**src/rtl/comb_lock_pkg.sv**
```systemverilog
// Shared definitions for the comb_lock keypad front end.
// Holds key codes, scanner and transmit state encodings, the passcode length,
// and small decode helpers used by the scanner.
package comb_lock_pkg;

  localparam int unsigned PASS_LEN = 4;

  localparam logic [3:0] KEY_A    = 4'hA;
  localparam logic [3:0] KEY_B    = 4'hB;
  localparam logic [3:0] KEY_C    = 4'hC;
  localparam logic [3:0] KEY_D    = 4'hD;
  localparam logic [3:0] KEY_STAR = 4'hE;
  localparam logic [3:0] KEY_HASH = 4'hF;

  typedef enum logic [1:0] {
    ScScan,
    ScDebounce,
    ScWaitRelease
  } scan_state_e;

  typedef enum logic [2:0] {
    TxIdle,
    TxSendEn,
    TxSendD1,
    TxSendD2,
    TxSendD3,
    TxSendD4
  } tx_state_e;

  // Index of the lowest-numbered low bit of an active-low vector (0 if none).
  function automatic logic [1:0] lowest_low(input logic [3:0] vec);
    logic [1:0] idx;
    idx = 2'd0;
    for (int i = 3; i >= 0; i--) begin
      if (!vec[i]) idx = 2'(i);
    end
    return idx;
  endfunction

  // Key code at (row, col) of the 4x4 keypad.
  function automatic logic [3:0] key_decode(input logic [1:0] row, input logic [1:0] col);
    logic [3:0] code;
    case ({row, col})
      4'b00_00: code = 4'd1;
      4'b00_01: code = 4'd2;
      4'b00_10: code = 4'd3;
      4'b00_11: code = KEY_A;
      4'b01_00: code = 4'd4;
      4'b01_01: code = 4'd5;
      4'b01_10: code = 4'd6;
      4'b01_11: code = KEY_B;
      4'b10_00: code = 4'd7;
      4'b10_01: code = 4'd8;
      4'b10_10: code = 4'd9;
      4'b10_11: code = KEY_C;
      4'b11_00: code = KEY_STAR;
      4'b11_01: code = 4'd0;
      4'b11_10: code = KEY_HASH;
      default:  code = KEY_D;
    endcase
    return code;
  endfunction

endpackage

```
**src/rtl/comb_lock_keypad_tx_scanner.sv**
```systemverilog
// keypad_scanner: row scan, press/release debounce and key decode.
// Ports:
//   clk, rst_n   - clock, synchronous active-low reset
//   col_in       - column sense, active-low, already synchronized
//   row_out      - row drive, one-hot active-low
//   key_valid    - one-cycle pulse per debounced press
//   key_code     - decoded key, valid with key_valid
module keypad_scanner
  import comb_lock_pkg::*;
#(
  parameter int unsigned SCAN_CYCLES     = 1000,
  parameter int unsigned DEBOUNCE_CYCLES = 100000
) (
  input  logic       clk,
  input  logic       rst_n,
  input  logic [3:0] col_in,
  output logic [3:0] row_out,
  output logic       key_valid,
  output logic [3:0] key_code
);

  localparam int unsigned ScanW = $clog2(SCAN_CYCLES + 1);
  localparam int unsigned DebW  = $clog2(DEBOUNCE_CYCLES + 1);
  localparam logic [ScanW-1:0] ScanLast = ScanW'(SCAN_CYCLES - 1);
  localparam logic [DebW-1:0]  DebMax   = DebW'(DEBOUNCE_CYCLES);

  scan_state_e      state_q, state_d;
  logic [3:0]       row_q, row_d;
  logic [3:0]       col_pat_q, col_pat_d;
  logic [3:0]       code_q, code_d;
  logic             valid_q, valid_d;
  logic [ScanW-1:0] scan_cnt_q, scan_cnt_d;
  logic [DebW-1:0]  deb_cnt_q, deb_cnt_d;

  always_comb begin
    state_d    = state_q;
    row_d      = row_q;
    col_pat_d  = col_pat_q;
    code_d     = code_q;
    valid_d    = 1'b0;
    scan_cnt_d = scan_cnt_q;
    deb_cnt_d  = deb_cnt_q;
    unique case (state_q)
      ScScan: begin
        if (col_in != 4'hF) begin
          // Row drive stays frozen from here until release completes.
          col_pat_d  = col_in;
          code_d     = key_decode(lowest_low(row_q), lowest_low(col_in));
          deb_cnt_d  = '0;
          scan_cnt_d = '0;
          state_d    = ScDebounce;
        end else if (scan_cnt_q == ScanLast) begin
          scan_cnt_d = '0;
          row_d      = {row_q[2:0], row_q[3]};
        end else begin
          scan_cnt_d = scan_cnt_q + ScanW'(1);
        end
      end
      ScDebounce: begin
        if (deb_cnt_q == DebMax) begin
          valid_d   = 1'b1;
          deb_cnt_d = '0;
          state_d   = ScWaitRelease;
        end else if (col_in == col_pat_q) begin
          deb_cnt_d = deb_cnt_q + DebW'(1);
        end else begin
          deb_cnt_d = '0;
          state_d   = ScScan;
        end
      end
      ScWaitRelease: begin
        if (col_in != 4'hF) begin
          deb_cnt_d = '0;
        end else if (deb_cnt_q == DebMax - DebW'(1)) begin
          deb_cnt_d  = '0;
          scan_cnt_d = '0;
          state_d    = ScScan;
        end else begin
          deb_cnt_d = deb_cnt_q + DebW'(1);
        end
      end
      default: state_d = ScScan;
    endcase
  end

  always_ff @(posedge clk) begin
    if (!rst_n) begin
      state_q    <= ScScan;
      row_q      <= 4'b1110;
      col_pat_q  <= 4'hF;
      code_q     <= 4'h0;
      valid_q    <= 1'b0;
      scan_cnt_q <= '0;
      deb_cnt_q  <= '0;
    end else begin
      state_q    <= state_d;
      row_q      <= row_d;
      col_pat_q  <= col_pat_d;
      code_q     <= code_d;
      valid_q    <= valid_d;
      scan_cnt_q <= scan_cnt_d;
      deb_cnt_q  <= deb_cnt_d;
    end
  end

  assign row_out   = row_q;
  assign key_valid = valid_q;
  assign key_code  = code_q;

endmodule

```
**src/rtl/comb_lock_keypad_tx.sv**
```systemverilog
// comb_lock_keypad_tx: keypad entry buffer and transmitter for comb_lock.
// Ports:
//   clk, rst_n    - clock, synchronous active-low reset
//   row_out       - keypad row drive, one-hot active-low
//   col_in        - keypad column sense, active-low
//   lock_busy     - comb_lock is in LOCK; blocks starting a burst
//   enter_button  - one-cycle start pulse to comb_lock
//   ip_pass       - BCD digit to comb_lock, one per cycle after enter
//   digit_count   - digits currently buffered (0-4)
//   tx_active     - high for the 5-cycle burst
module comb_lock_keypad_tx
  import comb_lock_pkg::*;
#(
  parameter int unsigned SCAN_CYCLES     = 1000,
  parameter int unsigned DEBOUNCE_CYCLES = 100000
) (
  input  logic       clk,
  input  logic       rst_n,
  output logic [3:0] row_out,
  input  logic [3:0] col_in,
  input  logic       lock_busy,
  output logic       enter_button,
  output logic [3:0] ip_pass,
  output logic [2:0] digit_count,
  output logic       tx_active
);

  logic       key_valid;
  logic [3:0] key_code;

  keypad_scanner #(
    .SCAN_CYCLES    (SCAN_CYCLES),
    .DEBOUNCE_CYCLES(DEBOUNCE_CYCLES)
  ) u_scanner (
    .clk      (clk),
    .rst_n    (rst_n),
    .col_in   (col_in),
    .row_out  (row_out),
    .key_valid(key_valid),
    .key_code (key_code)
  );

  tx_state_e  state_q, state_d;
  logic [3:0] buf_q [PASS_LEN];
  logic [3:0] buf_d [PASS_LEN];
  logic [2:0] count_q, count_d;
  logic       enter_q, enter_d;
  logic [3:0] pass_q, pass_d;
  logic       active_q, active_d;
  logic       buf_full;

  assign buf_full = (count_q == 3'(PASS_LEN));

  // Outputs are computed alongside the next state so they appear in the cycle
  // that the new state occupies, giving comb_lock its enter-then-digits cadence.
  always_comb begin
    state_d  = state_q;
    buf_d    = buf_q;
    count_d  = count_q;
    enter_d  = 1'b0;
    pass_d   = 4'h0;
    active_d = 1'b0;
    unique case (state_q)
      TxIdle: begin
        if (key_valid) begin
          if (key_code <= 4'd9) begin
            if (!buf_full) begin
              buf_d[count_q[1:0]] = key_code;
              count_d             = count_q + 3'd1;
            end
          end else if (key_code == KEY_STAR) begin
            for (int i = 0; i < PASS_LEN; i++) buf_d[i] = 4'h0;
            count_d = 3'd0;
          end else if (key_code == KEY_HASH) begin
            if (!buf_full) begin
              for (int i = 0; i < PASS_LEN; i++) buf_d[i] = 4'h0;
              count_d = 3'd0;
            end else if (!lock_busy) begin
              state_d  = TxSendEn;
              enter_d  = 1'b1;
              active_d = 1'b1;
            end
          end
        end
      end
      TxSendEn: begin
        state_d  = TxSendD1;
        pass_d   = buf_q[0];
        active_d = 1'b1;
      end
      TxSendD1: begin
        state_d  = TxSendD2;
        pass_d   = buf_q[1];
        active_d = 1'b1;
      end
      TxSendD2: begin
        state_d  = TxSendD3;
        pass_d   = buf_q[2];
        active_d = 1'b1;
      end
      TxSendD3: begin
        state_d  = TxSendD4;
        pass_d   = buf_q[3];
        active_d = 1'b1;
      end
      TxSendD4: begin
        state_d = TxIdle;
        for (int i = 0; i < PASS_LEN; i++) buf_d[i] = 4'h0;
        count_d = 3'd0;
      end
      default: state_d = TxIdle;
    endcase
  end

  always_ff @(posedge clk) begin
    if (!rst_n) begin
      state_q  <= TxIdle;
      for (int i = 0; i < PASS_LEN; i++) buf_q[i] <= 4'h0;
      count_q  <= 3'd0;
      enter_q  <= 1'b0;
      pass_q   <= 4'h0;
      active_q <= 1'b0;
    end else begin
      state_q  <= state_d;
      buf_q    <= buf_d;
      count_q  <= count_d;
      enter_q  <= enter_d;
      pass_q   <= pass_d;
      active_q <= active_d;
    end
  end

  assign enter_button = enter_q;
  assign ip_pass      = pass_q;
  assign digit_count  = count_q;
  assign tx_active    = active_q;

endmodule

```
**config.mk**
```make
export PLATFORM = sky130hd
export DESIGN_NAME = comb_lock_keypad_tx
export DESIGN_NICKNAME = d
export VERILOG_FILES = /design/src/rtl/comb_lock_pkg.sv /design/src/rtl/comb_lock_keypad_tx_scanner.sv /design/src/rtl/comb_lock_keypad_tx.sv
export SDC_FILE = /design/constraint.sdc
export NUM_CORES = 1
export LEC_CHECK = 0
export ABC_AREA = 1
export CAP_MARGIN = 40
export CORE_MARGIN = 8
export CORE_UTILIZATION = 40
export DETAILED_ROUTE_END_ITERATION = 12
export PLACE_DENSITY_LB_ADDON = 0.05
export SLEW_MARGIN = 20
export SYNTH_ARGS = -nofsm -noshare
export SYNTH_HDL_FRONTEND = slang
export SYNTH_SLANG_ARGS = --single-unit
```
**constraint.sdc**
```tcl
create_clock -name clk -period 4.3 [get_ports clk]
set_clock_uncertainty 0.1 [all_clocks]
set_input_delay 1.075 -clock clk [delete_from_list [all_inputs] [get_ports clk]]
set_output_delay 1.075 -clock clk [all_outputs]
set_load 0.01 [all_outputs]
```
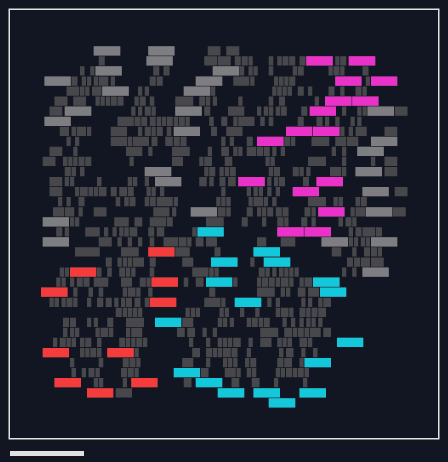
Fig. 1. Where the registers sit (run 1).
Bar = 20 um.
legend:
  magenta:
    signal: buf_q
    flops: 16
  cyan:
    signal: u_scanner.deb_cnt_q
    flops: 17
  red:
    signal: u_scanner.scan_cnt_q
    flops: 10
    where: south-west
not colored: 27

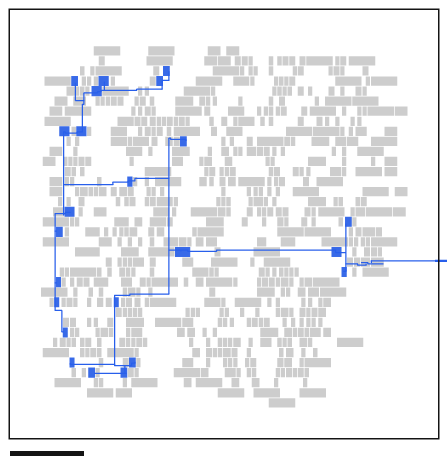
Fig. 2. Wires at chosen ports, followed through buffers (run 1).
Bar = 20 um.
legend:
  blue:
    port: rst_n
    direction: input
    edge: east
    end_cells: 23
    wire: 353 um

==> results.yml, run 1 <==
# flow metrics
status:
  status: "completed"
job:
  max_cap_violations: 0
  warnings: 36
cells_and_area:
  diodes: 0
  syn_to_final_growth_pct: 12.1
  reg_top3: "u_scanner.deb_cnt_q (17), buf_q (16), u_scanner.scan_cnt_q (10)"
  post-route-util_pct: 45.9
  stdcell_area_mm2: 0.00446
  largest_reg_flops: 17
  layout.nets: 645
  layout-drive-gt1-share_pct: 8.92
  top_register: "u_scanner.deb_cnt_q"
final_timing:
  finalClockPeriodUsage_pct: 60.0
  setup_violations: 0
  tightest_slew_ns: 0.584
  finalMaxSlewViolations: 0
  max_freq_mhz: 387
  max_slew_margin_pct: 60.9
  tns_ns: 0
  fin_ws_ns: 1.72
  rsz0062_at_grt: "false"
  final_hold_viol_count: 0
cts:
  clock-root-buffer: "clkbuf_8"
  clk_pin_slew_worst_paths_ns: 0.08
  insertion_delay_ns: 0.35
  numCtsBuffers: 9
  cts.sink_count: 70
  cts.repair.resized: 0
  cts_hold_buf: 0
  cts-root-to-sink-buffers: 2
  cts_tree: "built"
  htreeDepth: 3
  postCtsSetupBuffers: 0
critical_path:
  endpoint: "u_scanner.key_code[1]$_SDFFE_PN0P_"
  startpoint: "col_in[1]"
  reg2reg_from: "digit_count[0]$_SDFFE_PN0P_"
  cp_num_buf_inv: 4
  path_cells: "clkdlybuf4s50_1 -> nand2_1 -> nor2_1 -> inv_1 -> ha_1 -> inv_1 -> nand2_1 -> o21ai_0 -> nand2_1 -> nand3_1 -> nand2_1 -> inv_1"
  worst-setup-path-type: "in -> reg"
  crit_family: "buffers and inverters"
  cp-start-kind: "input pin"
  worst-path-max-fanout: 5
  crit_required_ns: 4.50
  critPathCaptureType: "flip-flop"
  crit_top_cell: "nand2_1"
  rrSetupSlack_ns: 2.32
  slowest_delay_ns: 0.53
  cp.depth: 12
  reg2regPathDepth: 10
grt:
  busiest_layer: "met2"
  grt_util_met3_pct: 2.76
  grt_pass1_wl_um: 15700
  grt_max_degree: 25
  grt_pass1_vias: 3407
  grtUsageTotal_pct: 14.5
  use_met2_pct: 23.5
  use_met1_pct: 18.5
synth:
  ys_cells: 602
  syn-num-nets: 624
  synth-edff-count: 0
  ys_seq_share_pct: 35.2
  ys_sh_simple_pct: 36.5
  async_reset_ff_share_pct: 0
  top_cell_area_share_pct: 35.2
  synth.cellmix.compoundShare_pct: 10.1
  synth_xor_xnor_area_share_pct: 1.98
  top_cell: "nand2_1"
  ff_type: "dfxtp_1"
  synth_area_mm2: 0.00398
  ys_types: 33
  yosys_area_mm2: 0.00398
  synth_top_cell_by_area: "dfxtp_1"
  ys.flops: 70
floorplan:
  rows: 36
  die_x_um: 116
  die_area_mm2: 0.0134
  core_area_mm2: 0.00973
  ios: 20
  core_util_floorplan_pct: 40.9
  die_y_um: 116
detailed_routing:
  dr.first_iter.drc_count: 173
  highest_layer: "met4"
  ant_nets: 0
  first_pass_iters: 4
  vias_per_cell: 4.75
  vias: 3612
min_path:
  hold_class: "reg -> reg"
  min_delay_worst_endpoint: "buf_q[8]$_SDFFE_PN0P_"
  holdPathStages: 2
power_and_ir_drop:
  power_mw: 1.40
  comb_power_share_pct: 14.9
  intPower_mw: 0.967
  seqPwrFrac_pct: 49.7
  vdd_drop_max_mv: 0.114
  pwr-share-clk_pct: 35.4
placed_design:
  place_congestion: 0.829
  io_buffers: 19
  pre_cts_slack_ns: 1.35
  dp_hpwl_um: 6820
  dp_cells: 745
  postPlaceCellArea_mm2: 0.00428
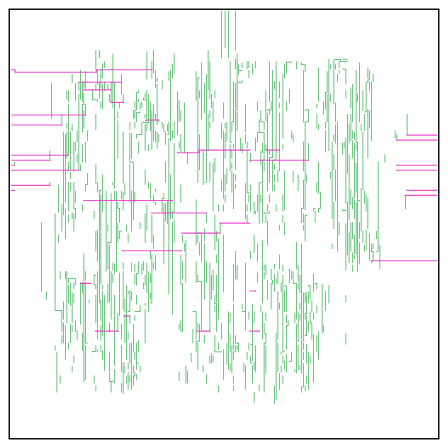
Fig. 3. Metal layers overlaid (run 1).
Only two layers are drawn.
legend:
  magenta:
    layer: M3
    wire_length: 360 um
  green:
    layer: M2
    wire_length: 4180 um

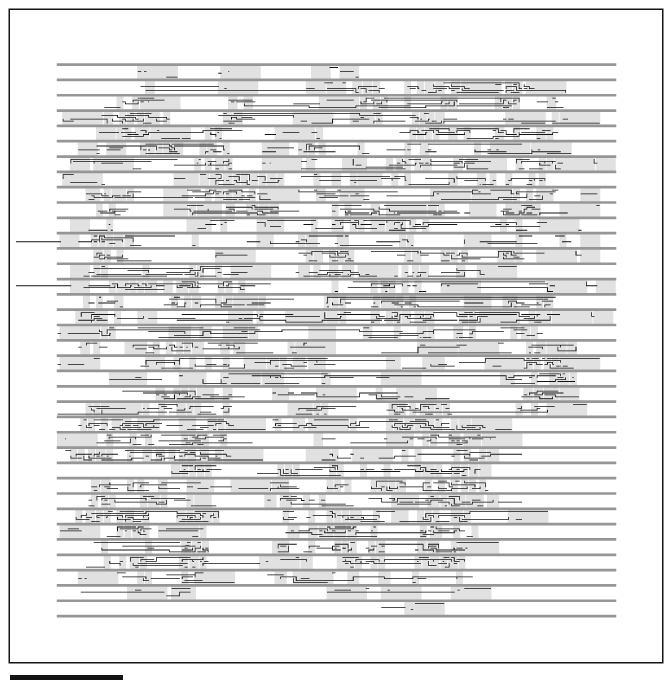
Fig. 4. Metal 1 (run 1).
Bar = 20 um. Supply wires on this layer in gray.
longest straight run: 40.5 um
share of all routed wire: 49%

run 1: logic make-up (layout without fill, tap and decap cells):
kind of cell	count (synthesis)	count (layout)
AND/OR/NAND/NOR	325	325
buffers and inverters	112	138
AND-OR/OR-AND	71	71
flip-flops	70	70
adder cells (fa/ha/maj)	15	15
XOR/XNOR	9	9
run 1: power groups by stage:
stage,logic [mW],clock network [mW],registers [mW]
floorplan,0.168,0,0.703
global route,0.236,0.544,0.701
global placement,0.208,0,0.711
finish,0.208,0.496,0.696
detailed placement,0.211,0,0.712
CTS,0.212,0.512,0.697
run 1: final cells by class:
class,count,area [um^2]
Fill cell,1077,5270
Timing Repair Buffer,22,213
Multi-Input combinational cell,420,2120
Tap cell,133,166
Clock inverter,6,47.5
Inverter,100,375
Clock buffer,10,138
Sequential cell,70,1400
--- run 2 (diff from run 1) ---
- clock period: 4.3 -> 2.7 ns (I/O delays scaled with it)
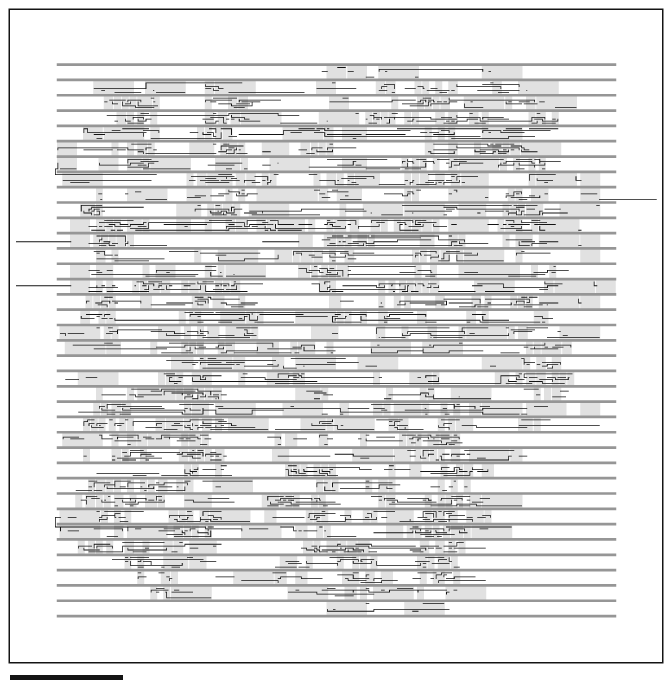
Fig. 5. Metal 1 (run 2).
Bar = 20 um. Supply wires on this layer in gray.
met1 Resource Use GR: 17.7%
Vias: 3612
Post-Route WL: 9040 um

==> run 2 against run 1 <==
Against the previous run: clock power up 98%; worst hold slack gained 0.0042 ns; combinational power grew 59%; routed wire length decreased by 0.72%; area after synthesis did not move; flip-flop count stayed put; critical endpoint unchanged.
==> results.yml, run 2 <==
# flow metrics
status:
  status: "completed"
synth:
  ys.flops: 70
  async_reset_ff_share_pct: 0
  synthCells: 602
  synthMuxAreaShare_pct: 0
  synth_area_mm2: 0.00398
  top_cell: "nand2_1"
  top_cells_by_count: "nand2_1 (159), inv_1 (94), dfxtp_1 (70), nor2_1 (58), nand3_1 (54)"
  ys_top_logic_family: "simple AND/OR/NAND/NOR gates"
  synth.cellmix.compoundShare_pct: 10.1
  ys_cells: 602
  ys_sh_simple_pct: 36.5
  top_cell_area_share_pct: 35.2
  yosys_area_mm2: 0.00398
  ys_seq_share_pct: 35.2
  topCellsByArea: "dfxtp_1 (35%), nand2_1 (15%), inv_1 (8.9%)"
  synth_top_cell_by_area: "dfxtp_1"
  ys_types: 33
  syn-num-nets: 624
  ff_type: "dfxtp_1"
  synth-edff-count: 0
  synth_xor_xnor_area_share_pct: 1.98
cts:
  cts-root-to-sink-buffers: 2
  clock-root-buffer: "clkbuf_8"
  cts.sink_count: 70
  numCtsBuffers: 9
  postCtsSetupBuffers: 0
  htreeDepth: 3
  cts.repair.resized: 0
  clk_pin_slew_worst_paths_ns: 0.09
  insertion_delay_ns: 0.35
  cts_hold_buf: 0
  cts_tree: "built"
placed_design:
  io_buffers: 19
  place_congestion: 0.837
  dp_hpwl_um: 6700
  pre_cts_slack_ns: 0.139
critical_path:
  critPathCaptureType: "flip-flop"
  path_cells: "clkdlybuf4s50_1 -> nand2_1 -> nor2_1 -> inv_1 -> ha_1 -> inv_1 -> nand2_1 -> o21ai_0 -> nand2_1 -> nand3_1 -> nand2_1 -> inv_1"
  endpoint: "u_scanner.key_code[1]$_SDFFE_PN0P_"
  crit_required_ns: 2.90
  crit_top_cell: "nand2_1"
  cp.depth: 12
  reg2regPathDepth: 8
  rrSetupSlack_ns: 0.65
  reg2reg_from: "u_scanner.key_code[3]$_SDFFE_PN0P_"
  worst-path-max-fanout: 5
  cp_num_buf_inv: 4
  crit_family: "buffers and inverters"
  cp-start-kind: "input pin"
  slowest_delay_ns: 0.53
  startpoint: "col_in[1]"
  worst-setup-path-type: "in -> reg"
cells_and_area:
  area.sequential_mm2: 0.00140
  layout-drive-gt1-share_pct: 9.06
  top_register: "u_scanner.deb_cnt_q"
  reg_top3: "u_scanner.deb_cnt_q (17), buf_q (16), u_scanner.scan_cnt_q (10)"
  fill_cells: 1041
  syn_to_final_growth_pct: 13.4
  final_cell_mix: "nand2_1 (159), inv_1 (94), dfxtp_1 (70), nor2_1 (58), nand3_1 (54)"
  logic_area_mm2: 0.00212
  largest_reg_flops: 17
  diodes: 0
  post-route-util_pct: 46.4
  layout.nets: 646
grt:
  busiest_layer: "met2"
  grt_pass1_vias: 3391
  gr-total-overflow: 0
  grtUsageTotal_pct: 14.4
  use_met2_pct: 23.5
  grt_util_met3_pct: 3.28
  antenna_found_initial: 0
  grt_pass1_wl_um: 15500
  grt_max_degree: 25
final_timing:
  tightest_slew_ns: 0.734
  final_hold_viol_count: 0
  max_slew_margin_pct: 50.9
  rsz0062_at_grt: "false"
  fin_ws_ns: 0.483
  tns_ns: 0
  finalClockPeriodUsage_pct: 82.1
  max_freq_mhz: 451
  finalMaxSlewViolations: 0
  setup_violations: 0
detailed_routing:
  wl_met1_um: 4480
  first_pass_iters: 4
  highest_layer: "met4"
  ant_nets: 0
  dr.first_iter.drc_count: 160
  vias_per_cell: 4.74
power_and_ir_drop:
  power_mw: 2.42
  vdd_drop_max_mv: 0.294
floorplan:
  ios: 20
  die_area_mm2: 0.0134
  die_y_um: 116
  core_util_floorplan_pct: 40.9
  rows: 36
  core_area_mm2: 0.00973
  die_x_um: 116
job:
  max_cap_violations: 0
  warnings: 36
min_path:
  min_delay_worst_endpoint: "buf_q[12]$_SDFFE_PN0P_"
  hold_class: "reg -> reg"
  holdPathStages: 2
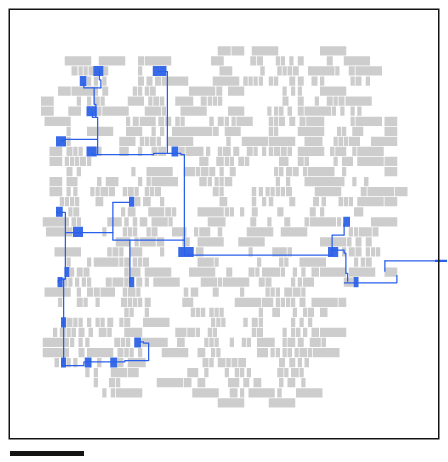
Fig. 6. Wires at chosen ports, followed through buffers (run 2).
Bar = 20 um.
legend:
  blue:
    port: rst_n
    direction: input
    edge: east
    end_cells: 23
    wire: 358 um

[run 2: cell counts after synthesis]
No cell type changed its count.
[run 2: power breakdown]
part	switching, mW	leakage (nW)	internal, mW
sequential	0.0410	0.567	1.07
combinational	0.223	1.29	0.109
clock	0.448	0.115	0.535
[run 2: area by class of cell]
type | instances | share of cell area (%)
clock buffers | 9 | 2.74
clock inverters | 7 | 2.30
inverters | 100 | 8.31
multi-input cells | 420 | 47.0
flip-flops and latches | 70 | 31.0
well taps | 133 | 3.69
repair buffers | 23 | 4.88
[run 2: tightest hold or removal path, cell delays in order (launching register included)]
cell and delay (ns):
dfxtp_1 0.32, nand2_1 0.06, a21oi_1 0.05
[run 2: through the flow]
stage,area (um^2),instances
final,4510,762
after global routing,4510,762
after CTS,4510,762
after detailed placement,4290,746
after global placement,4280,745
after floorplan,3980,602
Power figures rest on the tool's default switching activity, not on a simulated workload.
